File: src/rtl/stream_sort_n.sv
// Frame sorter: buffers DEPTH samples, runs DEPTH odd-even transposition passes, then holds the sorted frame.
// Define STREAM_SORT_DESCEND_EN to sort descending (slot 0 largest); default build sorts ascending.
module stream_sort_n #(
  parameter int WIDTH = 8,
  parameter int DEPTH = 4
) (
  input  logic                   clk,
  input  logic                   reset,
  input  logic                   in_valid,
  input  logic [WIDTH-1:0]       in_data,
  output logic                   in_ready,
  output logic                   out_valid,
  output logic [WIDTH*DEPTH-1:0] out_data,
  input  logic                   out_ready,
  output logic                   busy
);

  localparam int            CW   = $clog2(DEPTH);
  localparam logic [CW-1:0] LAST = CW'(DEPTH - 1);

  typedef enum logic [1:0] {
    LOAD = 2'd0,
    SORT = 2'd1,
    DONE = 2'd2
  } state_t;

  state_t          r_state;
  logic [CW-1:0]   r_load;
  logic [CW-1:0]   r_pass;
  logic            r_in_ready;
  logic            r_busy;
  logic            r_out_valid;
  logic [WIDTH-1:0] r_slot [DEPTH];
  logic [WIDTH-1:0] w_next [DEPTH];

  function automatic logic out_of_order(input logic [WIDTH-1:0] a, input logic [WIDTH-1:0] b);
`ifdef STREAM_SORT_DESCEND_EN
    return a < b;
`else
    return a > b;
`endif
  endfunction

  // One transposition pass: pairs start on even slots for even passes, odd slots for odd passes.
  always_comb begin
    // NOTE: default the whole array first so no path leaves an element unassigned (no latch).
    w_next = r_slot;
    for (int i = 0; i < DEPTH - 1; i++) begin
      if ((i[0] == r_pass[0]) && out_of_order(r_slot[i], r_slot[i+1])) begin
        w_next[i]   = r_slot[i+1];
        w_next[i+1] = r_slot[i];
      end
    end
  end

  always_comb begin
    out_data = '0;
    for (int k = 0; k < DEPTH; k++) begin
      out_data[WIDTH*(DEPTH-k)-1 -: WIDTH] = r_slot[k];
    end
  end

  // NOTE: state registers use <= only, so every read in this block sees pre-edge values.
  always_ff @(posedge clk) begin
    if (!reset) begin
      r_state     <= LOAD;
      r_load      <= '0;
      r_pass      <= '0;
      r_in_ready  <= 1'b1;
      r_busy      <= 1'b0;
      r_out_valid <= 1'b0;
      // NOTE: slot storage is cleared on reset so out_data is defined after any reset.
      for (int k = 0; k < DEPTH; k++) begin
        r_slot[k] <= '0;
      end
    end else begin
      case (r_state)
        LOAD: begin
          if (in_valid && r_in_ready) begin
            r_slot[r_load] <= in_data;
            if (r_load == LAST) begin
              r_load     <= '0;
              r_state    <= SORT;
              r_in_ready <= 1'b0;
              r_busy     <= 1'b1;
            end else begin
              r_load <= r_load + CW'(1);
            end
          end
        end
        SORT: begin
          r_slot <= w_next;
          if (r_pass == LAST) begin
            r_pass      <= '0;
            r_state     <= DONE;
            r_busy      <= 1'b0;
            r_out_valid <= 1'b1;
          end else begin
            r_pass <= r_pass + CW'(1);
          end
        end
        DONE: begin
          if (out_ready) begin
            r_state     <= LOAD;
            r_out_valid <= 1'b0;
            r_in_ready  <= 1'b1;
          end
        end
        default: begin
          r_state     <= LOAD;
          r_in_ready  <= 1'b1;
          r_busy      <= 1'b0;
          r_out_valid <= 1'b0;
        end
      endcase
    end
  end

  assign in_ready  = r_in_ready;
  assign busy      = r_busy;
  assign out_valid = r_out_valid;

endmodule

File: config.mk
export PLATFORM = sky130hd
export DESIGN_NAME = stream_sort_n
export DESIGN_NICKNAME = d
export VERILOG_FILES = /design/src/rtl/stream_sort_n.sv
export SDC_FILE = /design/constraint.sdc
export NUM_CORES = 1
export LEC_CHECK = 0
export CAP_MARGIN = 20
export CORE_ASPECT_RATIO = 1.1
export CORE_MARGIN = 1
export CORE_UTILIZATION = 45
export CTS_CLUSTER_DIAMETER = 200
export CTS_CLUSTER_SIZE = 12
export DETAILED_ROUTE_END_ITERATION = 6
export PLACE_DENSITY = 0.69
export SYNTH_ARGS = -nofsm -noshare
export SYNTH_HDL_FRONTEND = slang
export SYNTH_SLANG_ARGS = --single-unit
File: constraint.sdc
create_clock -name clk -period 2.64 [get_ports clk]
set_input_delay 0.66 -clock clk [delete_from_list [all_inputs] [get_ports clk]]
set_output_delay 0.66 -clock clk [all_outputs]
set_load 0.01 [all_outputs]
==> impl_metrics.ini, run 1 <==
; implementation run metrics
[clock_network]
clk_latency_ns = 0.30
post-cts-setup-buffers = 0
cts-buffers-inserted = 5
hold_buffers = 0
tritoncts = yes

[synthesis]
ff_type = dfxtp_1
yosysUniqueCellTypes = 47
yosys_warnings = 0
ys_chip_area_um2 = 3070
mux_share_pct = 5.87
netlist_top_cells_area = dfxtp_1, ha_1, a21oi_1
syn_avg_cell_area_um2 = 7.96
ys_async_sr_fraction_pct = 0
syn_area_um2 = 3070
adder_share_pct = 11.8
synth_flops = 41
synthXorXnorAreaFrac_pct = 0
synth_seq_share_pct = 26.7
simple_gate_share_pct = 20.8
synthesis.nets = 427
ys_sh_aoi_pct = 26.5

[finish]
nFillCells = 624
num_antenna_cells = 0
finalNetCount = 469

[route]
viasPerCell = 5.81
first_pass_iters = 4
wl_met3_um = 471
top_layer_used = met4

[placement]
port_buffers = 46

[timing]
drv_slew = 0
max_clock_freq_mhz = 407
finalHoldViolCount = 0
setup_viol_count_final = 0
period_needed_ns = 2.45

[worst_setup_path]
worstPathBufferInverterCount = 2
slowest_delay_ns = 0.64
arrival_ns = 2.67

[power]
p_leak_nw = 1.54
powerDensity_nw_per_um2 = 425

[die]
die-area_um2 = 7160
dieWidth_um = 80.8
die_y_um = 88.7

[grt]
gr-total-overflow = 0

[run]
warning_count = 30
maxCapViolations = 0

[outcome]
status = finished, final reports clean

[min_path]
hold_class = register to register
## run 1: cell type report
type	count	area (um^2)	share of cell area (%)
multi-input combinational	288	1990	53.3
sequential	41	821	21.9
timing repair buffer	62	593	15.9
inverter	30	113	3.01
tap	82	103	2.74
clock buffer	7	86.3	2.31
clock inverter	1	30.0	0.803
## run 1: path summary, 6_finish.rpt
kind,from,endpoint,slack (ns),cells past startpoint
setup reg to reg,out_data[19],out_data[24],0.19,9
hold / removal,busy,busy,0.45,2
setup / recovery,out_data[19],out_data[24],0.19,9
hold reg to reg,busy,busy,0.45,2
## run 1: per-layer routing
layer / up-vias / global-route usage [%]
met5: - / 0
met4: 0 / 6.82
met3: 7 / 5.05
met2: 91 / 39.1
met1: 1375 / 34.6
li1: 1495 / -
## run 1: cells in the final DEF, fill, tap and decap left out, drive strengths merged, types with 16 or more instances in the layout
| master | instances |
|---|---|
| mux2i | 18 |
| nand3 | 30 |
| dfxtp | 41 |
| nand2 | 45 |
| buf | 16 |
| clkdlybuf4s50 | 46 |
| a21oi | 54 |
| ha | 29 |
| and3 | 16 |
| inv | 29 |
## run 1: where the power goes
part / switching (mW) / leakage (nW) / total (mW) / internal, mW
Sequential: 0.0275 / 0.333 / 0.671 / 0.644
Clock: 0.227 / 0.0585 / 0.535 / 0.309
Combinational: 0.203 / 1.15 / 0.384 / 0.181
Total: 0.457 / 1.54 / 1.59 / 1.13
## run 1: metrics by stage
step	setup TNS [ns]	cell area (um^2)	hold WS [ns]	power, mW	instances
after floorplan	0	3070	0.440	0.924	386
final	0	3740	0.454	1.59	511
after detailed placement	0	3620	0.448	1.07	503
after global routing	-0.00142	3740	0.499	1.68	511
after global placement	0	3620	0.444	1.06	503
after CTS	0	3740	0.459	1.60	511
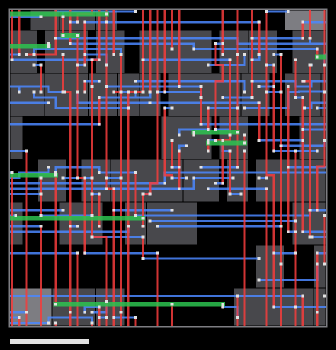
(run_1/zoom.png)
Bar = 5 um. Window x 30 to 50, y 52 to 72 um. Cells in grey, sequential cells in the stronger grey; small squares are vias.
| colour | layer |
|---|---|
| blue | met1 |
| green | met3 |
| red | met2 |
cells with their middle in the window: 34
sequential cells in the window: 0
most frequent: nand3_1 (6), a21o_1 (5), a21oi_1 (5)

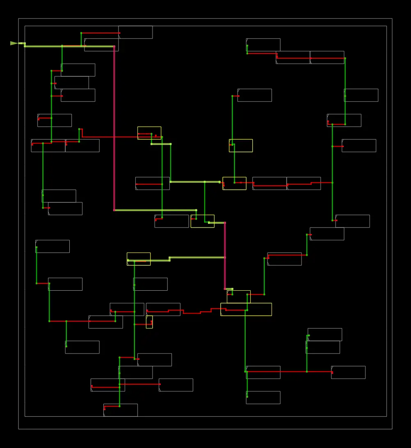
(run_1/final_clocks.png)
CTS sink cnt: 41
# clk buffers: 7
flip-flops: 41
clk_skew: 0.00378 ns
P_clk: 0.535 mW

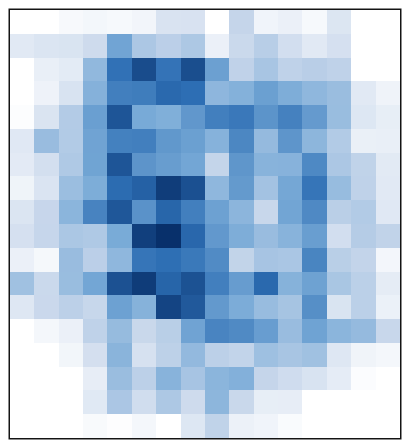
(run_1/wire_density.png)
The die is cut into 16 by 18 equal tiles; white is low, dark blue is high, scaled to the fullest tile. Values are wire area over tile area, all layers added.
densest ninth of the die: middle
fullest tile: 0.54
nearly empty tiles: 13%
tiles over half the peak: 27%
emptiest ninth of the die: bottom left
Total Routing Usage GR: 25.0%
Detailed Route WL: 8300 um
vias: 2968
drt wl/cell: 16.2 um

==> run_1/pins.png <==
Bar = 20 um. Pins as bars across the die edge, other pins in grey.
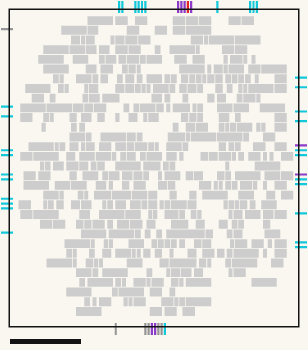

--- run 2 (diff from run 1) ---
--- a/config.mk
+++ b/config.mk
@@ -8,11 +8,13 @@
 export CAP_MARGIN = 20
 export CORE_ASPECT_RATIO = 1.1
 export CORE_MARGIN = 1
-export CORE_UTILIZATION = 45
+export CORE_UTILIZATION = 40
 export CTS_CLUSTER_DIAMETER = 200
 export CTS_CLUSTER_SIZE = 12
 export DETAILED_ROUTE_END_ITERATION = 6
-export PLACE_DENSITY = 0.69
+export GPL_TIMING_DRIVEN = 0
+export PLACE_DENSITY = 0.63
+export SETUP_SLACK_MARGIN = 0.3
 export SYNTH_ARGS = -nofsm -noshare
 export SYNTH_HDL_FRONTEND = slang
 export SYNTH_SLANG_ARGS = --single-unit
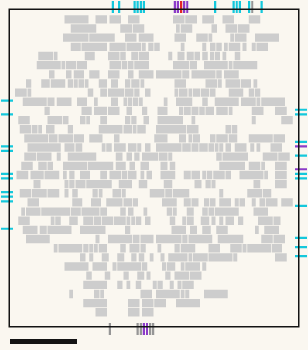
(run_2/pins.png)
Bar = 20 um. Pins as bars across the die edge, other pins in grey.
| colour | port | pins | direction | edge |
|---|---|---|---|---|
| cyan | out_data | 32 | output | 12 top, 10 right, 10 left |
| purple | in_data | 8 | input | 4 top, 2 bottom, 2 right |
| red | reset | 1 | input | top |
all pins by edge: 18 top, 12 right, 10 left, 7 bottom
Die Width: 85.6 um
Port-buffer cells: 45
height of the die: 93.9 um

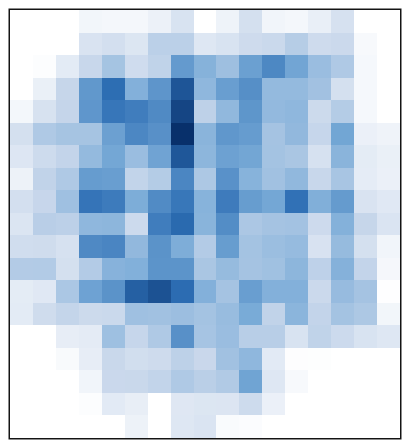
(run_2/wire_density.png)
The die is cut into 17 by 19 equal tiles; white is low, dark blue is high, scaled to the fullest tile. Values are wire area over tile area, all layers added.
Total Routing Usage GR: 23.7%
Detailed Route WL: 9360 um

==> run 2 against run 1 <==
Against the previous run:
- maximum frequency up 8.3%
- utilization fell by 4.4 points
- via count is 5.0% higher
- first-iteration DRC count grew 47%
- total power fell by 0.20%
- wire length up 13%
- register-to-register slack gained 0.19 ns
- final area is 3.9% higher
- setup slack better by 0.19 ns
- clock power shrank about 10%
- largest power group unchanged
- highest routed layer unchanged
==> impl_metrics.ini, run 2 <==
; implementation run metrics
[die]
die-area_um2 = 8030

[synthesis]
synth_flops = 41
synthXorXnorAreaFrac_pct = 0
ys_sh_aoi_pct = 26.5
yosys_warnings = 0
syn_avg_cell_area_um2 = 7.96
synthesis.nets = 427
adder_share_pct = 11.8

[grt]
gr-total-overflow = 0
met2_usage_pct = 39.4
grt_most_used_layer = met2

[timing]
finalHoldViolCount = 0
drv_slew = 0
period_needed_ns = 2.27
setup_viol_count_final = 0

[worst_setup_path]
slowest_delay_ns = 0.38
reg2reg_depth = 9
crit_path_end = out_data[23]
r2r-start = out_data[14]
r2r_slack_ns = 0.37

[clock_network]
cts.sinks = 41
hold_buffers = 0
cts-buffers-inserted = 5

[route]
routed-via-count = 3116
wl_per_cell_um = 17.6

[outcome]
status = finished, final reports clean
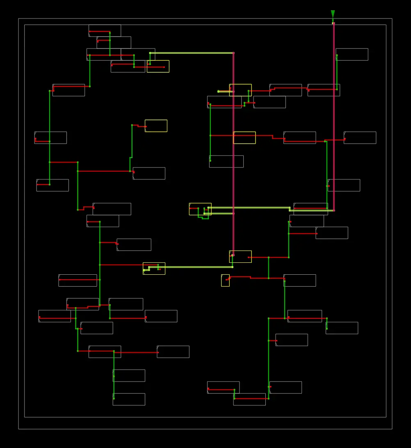
(run_2/final_clocks.png)
clk_skew: 0.00870 ns
worst-skew pair later-pin latency: 0.31 ns
P_clk: 0.479 mW

[run 2: timing repair]
item / 4_1_cts / 5_1_grt
pin swaps: 1 / 6
setup buffers: 1 / 4
resized: 9 / 25
endpoints found under the setup margin: 20 / 31
[run 2: kinds of logic after synthesis]
kind of cell / count (synthesis)
flops: 41
fa+ha+maj: 29
mux: 18
buf+inv: 57
compound gates: 116
simple gates: 125
[run 2: stage by stage]
step / total power, mW / area (um^2) / hold slack [ns] / worst slack, ns / cells
6_report: 1.59 / 3890 / 0.460 / 0.374 / 531
5_1_grt: 1.66 / 3890 / 0.495 / 0.301 / 531
4_1_cts: 1.56 / 3790 / 0.463 / 0.319 / 527
3_5_place_dp: 1.06 / 3630 / 0.451 / 0.0881 / 518
3_3_place_gp: 1.06 / 3630 / 0.448 / 0.149 / 518
2_1_floorplan: 0.924 / 3070 / 0.440 / 0.525 / 386
[run 2: per-layer routing]
layer  vias up  wire length, um
met5         -                0
met4         0              182
met3        15              477
met2       107             4340
met1      1471             4360
li1       1523                -
[run 2: layout make-up]
type                            count  area [um^2]
Fill cell                         722         3540
Multi-Input combinational cell    288         2070
Sequential cell                    41          842
Timing Repair Buffer               50          500
Buffer                             27          156
Inverter                           30          113
Tap cell                           87          109
Clock buffer                        7         96.3
Clock inverter                      1         5.00
[run 2: where the power goes]
part | switching, mW | leakage, nW | internal, mW
Combinational | 0.228 | 1.18 | 0.198
Sequential | 0.0364 | 0.339 | 0.645
Clock | 0.242 | 0.0542 | 0.237
Total | 0.507 | 1.58 | 1.08
[run 2: tightest hold or removal path, stage by stage (launching register included)]
cell and delay, ns:
dfxtp_1 0.32, nand2_1 0.05, a21oi_1 0.05
==> run_2/zoom.png <==
Bar = 5 um. Window x 33 to 53, y 56 to 76 um. Cells in grey, sequential cells in the stronger grey; small squares are vias.
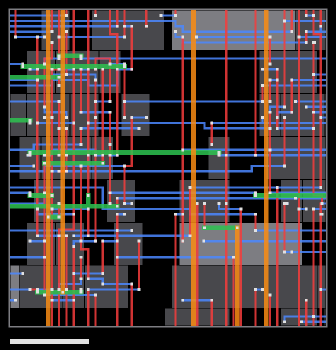

--- run 3 (diff from run 2) ---
--- a/config.mk
+++ b/config.mk
@@ -7,7 +7,7 @@
 export LEC_CHECK = 0
 export CAP_MARGIN = 20
 export CORE_ASPECT_RATIO = 1.1
-export CORE_MARGIN = 1
+export CORE_MARGIN = 2
 export CORE_UTILIZATION = 40
 export CTS_CLUSTER_DIAMETER = 200
 export CTS_CLUSTER_SIZE = 12
==> constraint.sdc (replaced) <==
create_clock -name clk -period 2.4 [get_ports clk]
set_input_delay 0.6 -clock clk [delete_from_list [all_inputs] [get_ports clk]]
set_output_delay 0.6 -clock clk [all_outputs]
set_load 0.01 [all_outputs]
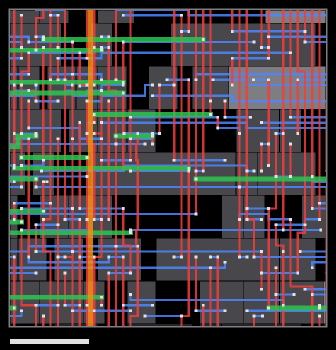
(run_3/zoom.png)
Bar = 5 um. Window x 34 to 54, y 57 to 77 um. Cells in grey, sequential cells in the stronger grey; small squares are vias.
| colour | layer |
|---|---|
| blue | met1 |
| orange | met4 |
| red | met2 |
| green | met3 |
sequential cells in the window: 1
most frequent: nand2_1 (5), nand3_1 (5)
netlist names of flops here include: out_data (1)
cells with their middle in the window: 37

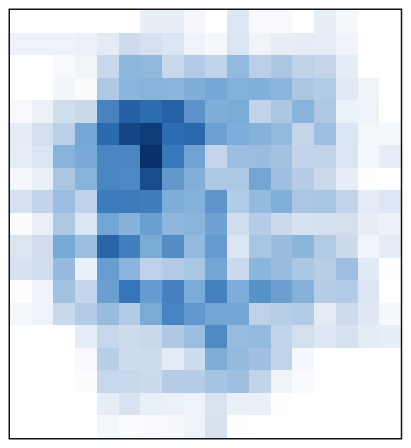
(run_3/wire_density.png)
The die is cut into 18 by 19 equal tiles; white is low, dark blue is high, scaled to the fullest tile. Values are wire area over tile area, all layers added.
Detailed Route WL: 10200 um
drt wl/cell: 18.4 um

==> run 3 against run 2 <==
Against the previous run:
- highest routed layer unchanged
- total power is 14% higher
- final area is 12% higher
- die area is 4.5% higher
- clock power is 2% lower
- clock-buffer cell count stayed put
==> impl_metrics.ini, run 3 <==
; implementation run metrics
[power]
top_power_group = sequential cells
p_sw_mw = 0.580
clock_power_mw = 0.469
p_comb_mw = 0.590
comb_power_share_pct = 32.6
sw_frac_of_total_pct = 32.1
clockPowerShare_pct = 26.0

[die]
dieWidth_um = 87.6
die_y_um = 95.9
die-area_um2 = 8400

[clock_network]
cts-buffers-inserted = 5
hold_buffers = 0
h-tree-depth = 2
post-cts-setup-buffers = 24
cts_resized = 65
clk_latency_ns = 0.30

[grt]
gr-total-overflow = 0

[finish]
fin_cells = 557
nFillCells = 676
regArea_um2 = 865
sh_seq_area_pct = 19.9
nNonClkInverters = 30
final_cell_area_um2 = 4360
area.combinational_um2 = 2260
flops = 41
comb_area_share_pct = 51.9
buffers_excl_clock = 104
clkCellAreaFrac_pct = 1.98
comb_cells = 288
clock_buffers = 7

[synthesis]
yosys_warnings = 0
synth_flops = 41
syn_avg_cell_area_um2 = 7.96
synthesis.nets = 427

[timing]
drv_slew = 0
worst_slack_ns = 0.195
period_needed_ns = 2.21
finClkSkew_ns = 0.00635
setup_viol_count_final = 0
finalHoldViolCount = 0

[worst_setup_path]
slowest_delay_ns = 0.37

[placement]
post-place-cells = 518
dpl-instance-area_um2 = 3630

[route]
routed-via-count = 3327
route.detailed.drc = 0

[outcome]
status = finished, final reports clean
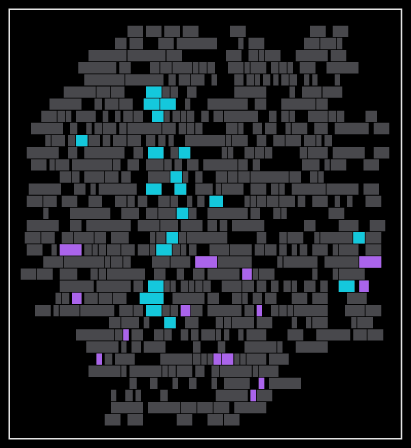
(run_3/gate_families.png)
| colour | family | cells | most used |
|---|---|---|---|
| cyan | AND-OR and OR-AND gates | 20 | a21o_1 |
| purple | NOR gates | 14 | nor2_1 |

run 3: cell types whose count changed in the layout (fill, tap and decap cells not counted), moves of 6 or more:
| cell | delta |
|---|---|
| buf_4 | +19 |
| inv_1 | -10 |
| ha_1 | -9 |
| ha_4 | +9 |
| inv_2 | +7 |
| dfxtp_1 | -6 |
| dfxtp_4 | +6 |
run 3: worst reg2reg max path: cells and delay by family, from the launching register on:
family          cells  cell delay, ns
compound gates      4            0.88
simple gates        2            0.26
flops               1            0.36
fa+ha+maj           1            0.25
buf+inv             3            0.39
run 3: logic make-up after synthesis:
logic type / after synthesis / synth area share (%)
and+or+nand+nor: 125 / 20.8
muxes: 18 / 5.87
AOI/OAI and AO/OA: 116 / 26.5
adders and majority gates: 29 / 11.8
buffers and inverters: 57 / 8.35
DFF: 41 / 26.7
run 3: metal layers:
metal | wire (um) | share of wire (%) | global-route usage (%) | up-vias
li1 | - | - | - | 1583
met1 | 4340 | 42 | 32.1 | 1584
met2 | 5000 | 49 | 41.2 | 130
met3 | 606 | 5.9 | 3.52 | 30
met4 | 299 | 2.9 | 10.5 | 0
met5 | 0 | 0 | 0 | -
run 3: stage by stage:
step / TNS, ns / power (mW) / hold slack (ns)
after global placement: -0.156 / 1.16 / 0.447
final: 0 / 1.81 / 0.458
after detailed placement: -0.203 / 1.17 / 0.452
after floorplan: 0 / 1.02 / 0.440
after global routing: 0 / 1.90 / 0.490
after CTS: 0 / 1.75 / 0.462
run 3: path summary, 6_finish.rpt:
check	slack (ns)	startpoint	depth (start not counted)	endpoint
min	0.46	busy	2	busy
max reg2reg	0.19	out_data[17]	10	out_data[17]
min reg2reg	0.46	busy	2	busy
max	0.19	out_data[17]	10	out_data[17]
No activity file was given, so power comes from the tool's default toggle rates.
